==> src/rtl/fetch_stage_pkg.sv <==
// Shared RV32I types for the front end: opcode encoding, fetch FSM states and
// the canonical NOP word that the fetch stage and hazard unit insert as a bubble.
package fetch_stage_pkg;

    typedef enum logic [6:0] {
        OPC_LOAD     = 7'b0000011,
        OPC_FENCE    = 7'b0001111,
        OPC_OP_IMM   = 7'b0010011,
        OPC_AUIPC    = 7'b0010111,
        OPC_STORE    = 7'b0100011,
        OPC_OP       = 7'b0110011,
        OPC_LUI      = 7'b0110111,
        OPC_BRANCH   = 7'b1100011,
        OPC_JALR     = 7'b1100111,
        OPC_JAL      = 7'b1101111,
        OPC_SYSTEM   = 7'b1110011
    } rv32i_opcode;

    typedef enum logic {
        FETCH = 1'b0,
        HOLD  = 1'b1
    } fetch_state_t;

    // addi x0, x0, 0
    localparam logic [31:0] RV32I_NOP = 32'h0000_0013;

endpackage

==> src/rtl/fetch_stage_if.sv <==
// Instruction memory port: request held stable until the one-cycle response pulse.
interface fetch_stage_if;
    logic        inst_read;
    logic [31:0] inst_addr;
    logic        inst_resp;
    logic [31:0] inst_rdata;

    modport master (output inst_read, inst_addr, input inst_resp, inst_rdata);
    modport slave  (input inst_read, inst_addr, output inst_resp, inst_rdata);
endinterface

==> src/rtl/fetch_stage_if_id_reg.sv <==
// IF/ID pipeline register with flush/hold/load/bubble priority and decode field slices.
module if_id_reg
    import fetch_stage_pkg::*;
#(
    parameter logic [31:0] NOP_INSTR = RV32I_NOP
) (
    input  logic        clk,
    input  logic        rst,
    input  logic        flush,
    input  logic        hold,
    input  logic        load,
    input  logic [31:0] load_instr,
    input  logic [31:0] load_pc,
    output logic [31:0] instr_id,
    output logic [31:0] pc_id,
    output logic        valid_id,
    output rv32i_opcode opcode_id,
    output logic [2:0]  funct3_id,
    output logic [6:0]  funct7_id,
    output logic [4:0]  rs1_id,
    output logic [4:0]  rs2_id,
    output logic [4:0]  rd_id
);

    always_ff @(posedge clk or posedge rst) begin
        if (rst) begin
            instr_id <= NOP_INSTR;
            pc_id    <= 32'd0;
            valid_id <= 1'b0;
        end else if (flush) begin
            instr_id <= NOP_INSTR;
            valid_id <= 1'b0;
        end else if (!hold) begin
            if (load) begin
                instr_id <= load_instr;
                pc_id    <= load_pc;
                valid_id <= 1'b1;
            end else begin
                // bubble keeps pc_id so decode still sees the last real PC
                instr_id <= NOP_INSTR;
                valid_id <= 1'b0;
            end
        end
    end

    assign opcode_id = rv32i_opcode'(instr_id[6:0]);
    assign funct3_id = instr_id[14:12];
    assign funct7_id = instr_id[31:25];
    assign rs1_id    = instr_id[19:15];
    assign rs2_id    = instr_id[24:20];
    assign rd_id     = instr_id[11:7];

endmodule

==> src/rtl/fetch_stage.sv <==
// RV32I instruction fetch: owns the PC, drives the instruction memory port and
// feeds the IF/ID register; tolerates variable latency, decode stalls and EX redirects.
//
//   state | meaning
//   FETCH | request at pc_q outstanding; squash_q marks a response to be discarded
//   HOLD  | word fetched while decode stalled, parked in the hold buffer
module fetch_stage
    import fetch_stage_pkg::*;
#(
    parameter logic [31:0] RESET_PC  = 32'h0000_0060,
    parameter logic [31:0] NOP_INSTR = RV32I_NOP
) (
    input  logic                  clk,
    input  logic                  rst,
    fetch_stage_if.master         mem,
    input  logic                  stall_id,
    input  logic                  redirect_ex,
    input  logic [31:0]           redirect_pc_ex,
    output logic [31:0]           instr_id,
    output logic [31:0]           pc_id,
    output logic                  valid_id,
    output rv32i_opcode           opcode_id,
    output logic [2:0]            funct3_id,
    output logic [6:0]            funct7_id,
    output logic [4:0]            rs1_id,
    output logic [4:0]            rs2_id,
    output logic [4:0]            rd_id
);

    fetch_state_t state_q, state_d;
    logic [31:0]  pc_q, pc_d;
    logic [31:0]  pending_pc_q, pending_pc_d;
    logic         squash_q, squash_d;
    logic [31:0]  hold_instr_q, hold_instr_d;
    logic [31:0]  hold_pc_q, hold_pc_d;
    logic         read_req;
    logic         deliver;
    logic [31:0]  deliver_instr;
    logic [31:0]  deliver_pc;

    always_ff @(posedge clk or posedge rst) begin
        if (rst) begin
            state_q      <= FETCH;
            pc_q         <= RESET_PC;
            pending_pc_q <= 32'd0;
            squash_q     <= 1'b0;
            hold_instr_q <= NOP_INSTR;
            hold_pc_q    <= 32'd0;
        end else begin
            state_q      <= state_d;
            pc_q         <= pc_d;
            pending_pc_q <= pending_pc_d;
            squash_q     <= squash_d;
            hold_instr_q <= hold_instr_d;
            hold_pc_q    <= hold_pc_d;
        end
    end

    always_comb begin
        state_d       = state_q;
        pc_d          = pc_q;
        pending_pc_d  = pending_pc_q;
        squash_d      = squash_q;
        hold_instr_d  = hold_instr_q;
        hold_pc_d     = hold_pc_q;
        read_req      = 1'b0;
        deliver       = 1'b0;
        deliver_instr = hold_instr_q;
        deliver_pc    = hold_pc_q;
        case (state_q)
            FETCH: begin
                read_req = 1'b1;
                if (mem.inst_resp) begin
                    if (squash_q || redirect_ex) begin
                        pc_d     = redirect_ex ? redirect_pc_ex : pending_pc_q;
                        squash_d = 1'b0;
                    end else if (!stall_id) begin
                        deliver       = 1'b1;
                        deliver_instr = mem.inst_rdata;
                        deliver_pc    = pc_q;
                        pc_d          = pc_q + 32'd4;
                    end else begin
                        hold_instr_d = mem.inst_rdata;
                        hold_pc_d    = pc_q;
                        pc_d         = pc_q + 32'd4;
                        state_d      = HOLD;
                    end
                end else if (redirect_ex) begin
                    // address must stay put until the in-flight response returns
                    pending_pc_d = redirect_pc_ex;
                    squash_d     = 1'b1;
                end
            end
            HOLD: begin
                if (redirect_ex) begin
                    pc_d         = redirect_pc_ex;
                    hold_instr_d = NOP_INSTR;
                    state_d      = FETCH;
                end else if (!stall_id) begin
                    deliver = 1'b1;
                    state_d = FETCH;
                end
            end
            default: state_d = FETCH;
        endcase
    end

    assign mem.inst_read = read_req;
    assign mem.inst_addr = pc_q;

    if_id_reg #(.NOP_INSTR(NOP_INSTR)) u_if_id (
        .clk        (clk),
        .rst        (rst),
        .flush      (redirect_ex),
        .hold       (stall_id),
        .load       (deliver),
        .load_instr (deliver_instr),
        .load_pc    (deliver_pc),
        .instr_id   (instr_id),
        .pc_id      (pc_id),
        .valid_id   (valid_id),
        .opcode_id  (opcode_id),
        .funct3_id  (funct3_id),
        .funct7_id  (funct7_id),
        .rs1_id     (rs1_id),
        .rs2_id     (rs2_id),
        .rd_id      (rd_id)
    );

endmodule

==> src/flat_wrapper.sv <==
// flat-port wrapper written by rule: the top's interface ports become plain ports
module fetch_stage_flat import fetch_stage_pkg::*;
#(
    parameter logic [31:0] RESET_PC  = 32'h0000_0060,
    parameter logic [31:0] NOP_INSTR = RV32I_NOP
)
  (clk, rst, stall_id, redirect_ex, redirect_pc_ex, instr_id, pc_id, valid_id, opcode_id, funct3_id, funct7_id, rs1_id, rs2_id, rd_id, mem_inst_read, mem_inst_addr, mem_inst_resp, mem_inst_rdata);
  fetch_stage_if mem_i ();
  input  logic clk;
  input  logic rst;
  input  logic stall_id;
  input  logic redirect_ex;
  input  logic [31:0] redirect_pc_ex;
  output logic [31:0] instr_id;
  output logic [31:0] pc_id;
  output logic valid_id;
  output rv32i_opcode opcode_id;
  output logic [2:0] funct3_id;
  output logic [6:0] funct7_id;
  output logic [4:0] rs1_id;
  output logic [4:0] rs2_id;
  output logic [4:0] rd_id;
  output wire logic [$bits(mem_i.inst_read)-1:0] mem_inst_read;
  output wire logic [$bits(mem_i.inst_addr)-1:0] mem_inst_addr;
  input wire logic [$bits(mem_i.inst_resp)-1:0] mem_inst_resp;
  input wire logic [$bits(mem_i.inst_rdata)-1:0] mem_inst_rdata;
  assign mem_inst_read = mem_i.inst_read;
  assign mem_inst_addr = mem_i.inst_addr;
  assign mem_i.inst_resp = mem_inst_resp;
  assign mem_i.inst_rdata = mem_inst_rdata;
  fetch_stage #(.RESET_PC(RESET_PC), .NOP_INSTR(NOP_INSTR)) u_core (.clk(clk), .rst(rst), .mem(mem_i), .stall_id(stall_id), .redirect_ex(redirect_ex), .redirect_pc_ex(redirect_pc_ex), .instr_id(instr_id), .pc_id(pc_id), .valid_id(valid_id), .opcode_id(opcode_id), .funct3_id(funct3_id), .funct7_id(funct7_id), .rs1_id(rs1_id), .rs2_id(rs2_id), .rd_id(rd_id));
endmodule
==> config.mk <==
export PLATFORM = sky130hd
export DESIGN_NAME = fetch_stage_flat
export DESIGN_NICKNAME = d
export VERILOG_FILES = /design/src/rtl/fetch_stage_pkg.sv /design/src/rtl/fetch_stage_if.sv /design/src/rtl/fetch_stage_if_id_reg.sv /design/src/rtl/fetch_stage.sv /design/src/flat_wrapper.sv
export SDC_FILE = /design/constraint.sdc
export NUM_CORES = 1
export LEC_CHECK = 0
export CAP_MARGIN = 40
export CORE_MARGIN = 4
export CORE_UTILIZATION = 51
export DETAILED_ROUTE_END_ITERATION = 10
export PLACE_DENSITY = 0.84
export SLEW_MARGIN = 20
export SYNTH_ARGS = -nofsm -noshare
export SYNTH_HDL_FRONTEND = slang
export SYNTH_SLANG_ARGS = --single-unit
export TNS_END_PERCENT = 10
==> constraint.sdc <==
create_clock -name clk -period 6.78 [get_ports clk]
set_input_delay 0.678 -clock clk [delete_from_list [all_inputs] [get_ports clk]]
set_output_delay 0.678 -clock clk [all_outputs]
set_load 0.05 [all_outputs]
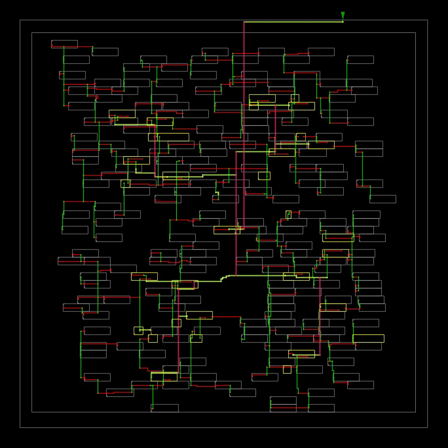
(images/clock_nets.png)
clk sink count: 195
number of buffers inserted during clock tree synthesis: 17
number of flip-flops and latches: 195
worst-skew pair later-pin latency: 440 ps

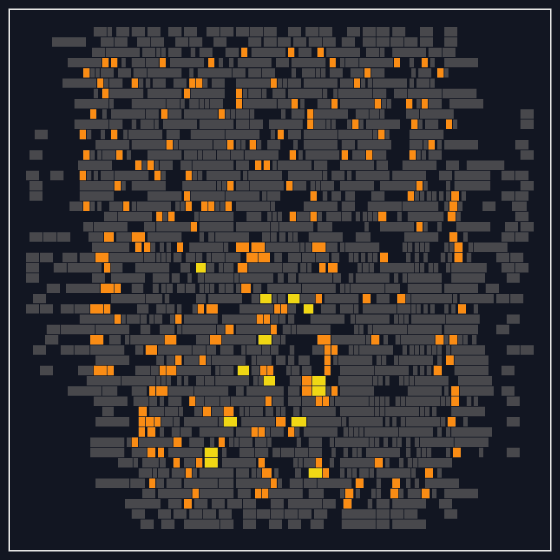
(images/gates.png)
aoi and oai cells -> orange  # cells 191, most used o21ai_0
non-inverting ao/oa cells -> yellow  # cells 14

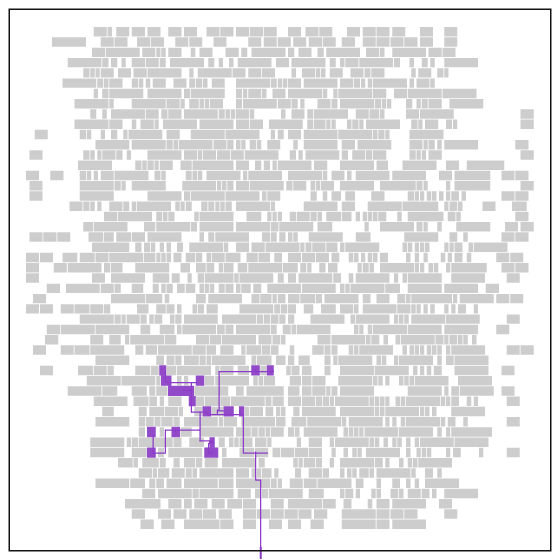
(images/port_trees.png)
mem_inst_resp -> purple  # bits 1, direction input, edge south, end cells 16, wire 150 um

==> deck_impl_summary.md <==
Run Summary

Run status
  • Status: finished, final reports clean

Cells and area
  • Area growth from synthesis to final layout: 28.0%
  • Most frequently placed logic cells in the final layout: nand2_1 (283), clkdlybuf4s50_1 (198), dfrtp_1 (187), o21ai_0 (94), nor2_1 (56)
  • Number of nets in the layout: 1214
  • Core occupancy in the finished layout: 0.664
  • Antenna cells: 0
  • Most frequent logic cell in the layout: nand2_1

Global routing
  • GRT Util Overall: 0.252
  • Number of global-route vias before repair: around 7.6k
  • Global-route congestion overflow total: 0
  • Largest net degree at the start of global routing: 125

Place
  • DP HPWL: 17800 um
  • Final RePlAce weighted congestion: 0.903
  • Count of buffers inserted at the top-level ports: 198

Flow run
  • Tool warning count: 27
  • Max-cap violations: 0

Worst setup path
  • Worst path slowest cell: clkdlybuf4s50_1
  • CP Capture Type: flop
  • Arrival @ worst endpoint: about 3700 ps
  • Crit Path Class: in2reg
  • Start point of the critical path: redirect_ex
  • Required time of the critical path: 7110 ps
  • Startpoint type of the worst setup path: input pin
  • Reg-to-reg startpoint: u_core.squash_q
  • Largest driver fanout on the critical path: between 50 and 60

Synthesis
  • Post-synth tally of flip-flops with integrated enable: 0
  • Number of warnings reported in the yosys synthesis log: 0
  • Gate Count Post-Synth: 1012
  • Most instantiated flip-flop cell in the synthesis netlist: dfrtp_1
  • Syn_nets: 1082
  • Area of the synthesized netlist per yosys stat: 9320 um2

Drt
  • Vias post-DR: a little over 8k
  • First drt pass iteration count: 9
  • Drt wl/cell: 18.7 um

Final timing
  • Worst rel slew slack: 0.444
  • Setup repair after global routing missed its margin: no
  • Setup TNS after final layout: 0 ps

Worst hold path
  • Min-Delay Startpoint: u_core.hold_pc_q[23]
  • Hold crit path type: reg2reg

Floorplanning
  • Ports: approximately 200
  • Chip Height: 143 um
  • Site Rows: 49
  • Die Outline Area: 20500 um2

Clock tree
  • Hold-fix buffers, CTS: 0
  • Post-CTS Setup Bufs: 0
  • Clk Tree Root Cell: clkbuf_16
  • TritonCTS clock tree: yes
  • H-tree levels: 4

Power and ir drop
  • Power density over cell area: about 330 nW/um2
  • Overall power consumption: 0.00396 W
  • Worst ir drop on vdd: about 0.23 mV
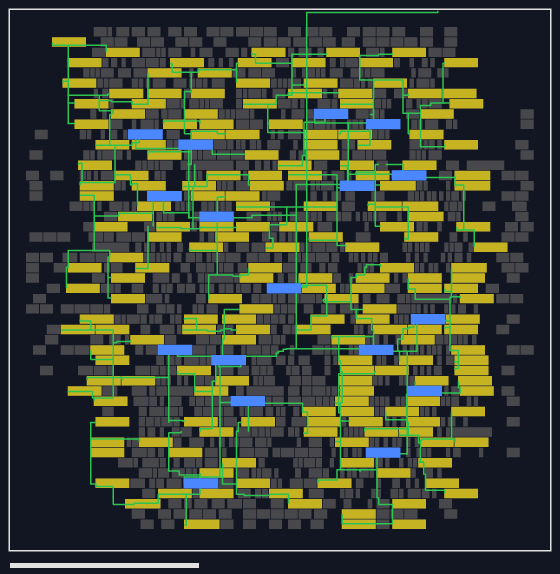
(images/clock_wires.png)
Scale bar: 50 um.
flip-flops -> yellow  # count 195
clock-net drivers -> blue  # count 17
clock wires -> green  # length 2170 um
routed clock nets = 18
flops lie = spread over the die

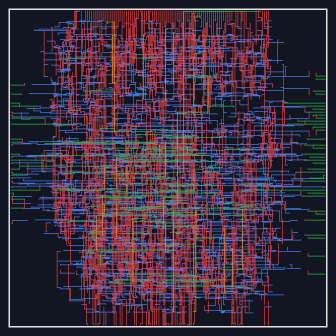
(images/layers.png)
M4 -> orange  # wire length 738 um
M3 -> green  # wire length 2090 um
M1 -> blue  # wire length 10600 um
M2 -> red  # wire length 12400 um

==> power by group <==
group / leakage (nW) / switching (W) / internal, W
logic: 2.26 / 0.000803 / 0.000448
clock network: 0.299 / 0.000474 / 0.000591
registers: 2.42 / 0.000234 / 0.00141
total: 4.99 / 0.00151 / 0.00245
==> layer usage <==
metal  part of all wire  track usage  vias to the layer above
met4              0.029        0.100                        0
met2               0.48        0.390                      372
met1               0.41        0.351                     3953
met5                  0            0                        -
li1                   -            -                     3704
met3              0.081       0.0489                       70
==> logic make-up (layout without fill, tap and decap cells) <==
group | after synthesis | after routing | synth area share
AOI/OAI and AO/OA | 205 | 205 | 0.132
xor gates and xnor gates | 14 | 14 | 0.0132
adders and majority gates | 1 | 1 | 0.00134
buffers and inverters | 114 | 259 | 0.0608
DFF | 195 | 195 | 0.525
muxes | 70 | 70 | 0.0791
and+or+nand+nor | 413 | 413 | 0.188
==> registers in the layout, summed over array words and instances (netlist names) <==
register	flops
u_core.hold_instr_q	32
u_core.hold_pc_q	32
u_core.mem.inst_addr	32
u_core.pending_pc_q	32
u_core.u_if_id.instr_id	32
u_core.u_if_id.pc_id	32
u_core.squash_q	1
u_core.state_q	1
u_core.u_if_id.valid_id	1
==> per-stage QoR <==
step | hold slack [ps] | instance area, um2
2_1_floorplan | 446 | 9320
3_3_place_gp | 460 | 11200
3_5_place_dp | 463 | 11300
4_1_cts | 480 | 11900
5_1_grt | 493 | 11900
6_report | 477 | 11900
==> Yosys cell counts, types with 8 or more instances <==
master      n  share of area
dfstp_2     8          0.023
mux2_2     29          0.035
nand4_1    10         0.0067
a21oi_1    31          0.017
nor3_1      8         0.0043
nand3_1    13         0.0070
a31oi_1    29          0.019
buf_2      11         0.0059
xnor2_1     9         0.0085
mux2i_1    41          0.044
dfrtp_1   187           0.50
inv_1      10         0.0040
o21ai_0    94          0.051
nor2_1     58          0.023
clkbuf_1   56          0.023
nand2_1   285           0.11
buf_4      33          0.027
a222oi_1   10          0.011
==> path summary, 6_finish.rpt <==
path                                       endpoint  slack (ps)  depth (start not counted)
min in group asynchronous  u_core.u_if_id.pc_id[26]         640                          2
max in group asynchronous    u_core.hold_instr_q[1]        4700                          5
max reg2reg                    u_core.hold_pc_q[12]        3830                          8
min reg2reg                    u_core.hold_pc_q[23]         480                          2
max                            u_core.hold_pc_q[12]        3420                          9
min                            u_core.hold_pc_q[23]         480                          2
==> area by class of cell <==
| class | instances | area, um2 |
|---|---|---|
| Clock buffer | 17 | 425 |
| Sequential cell | 195 | 4890 |
| Multi-Input combinational cell | 703 | 3890 |
| Tap cell | 229 | 287 |
| Timing Repair Buffer | 216 | 2190 |
| Clock inverter | 15 | 194 |
| Inverter | 11 | 48.8 |
| Fill cell | 1331 | 6040 |
==> worst max-delay path, delay by kind of cell <==
family	cells	cell delay, ps
buffers and inverters	4	1770
and+or+nand+nor	5	1190
Power is estimated from default activity; no workload was simulated.
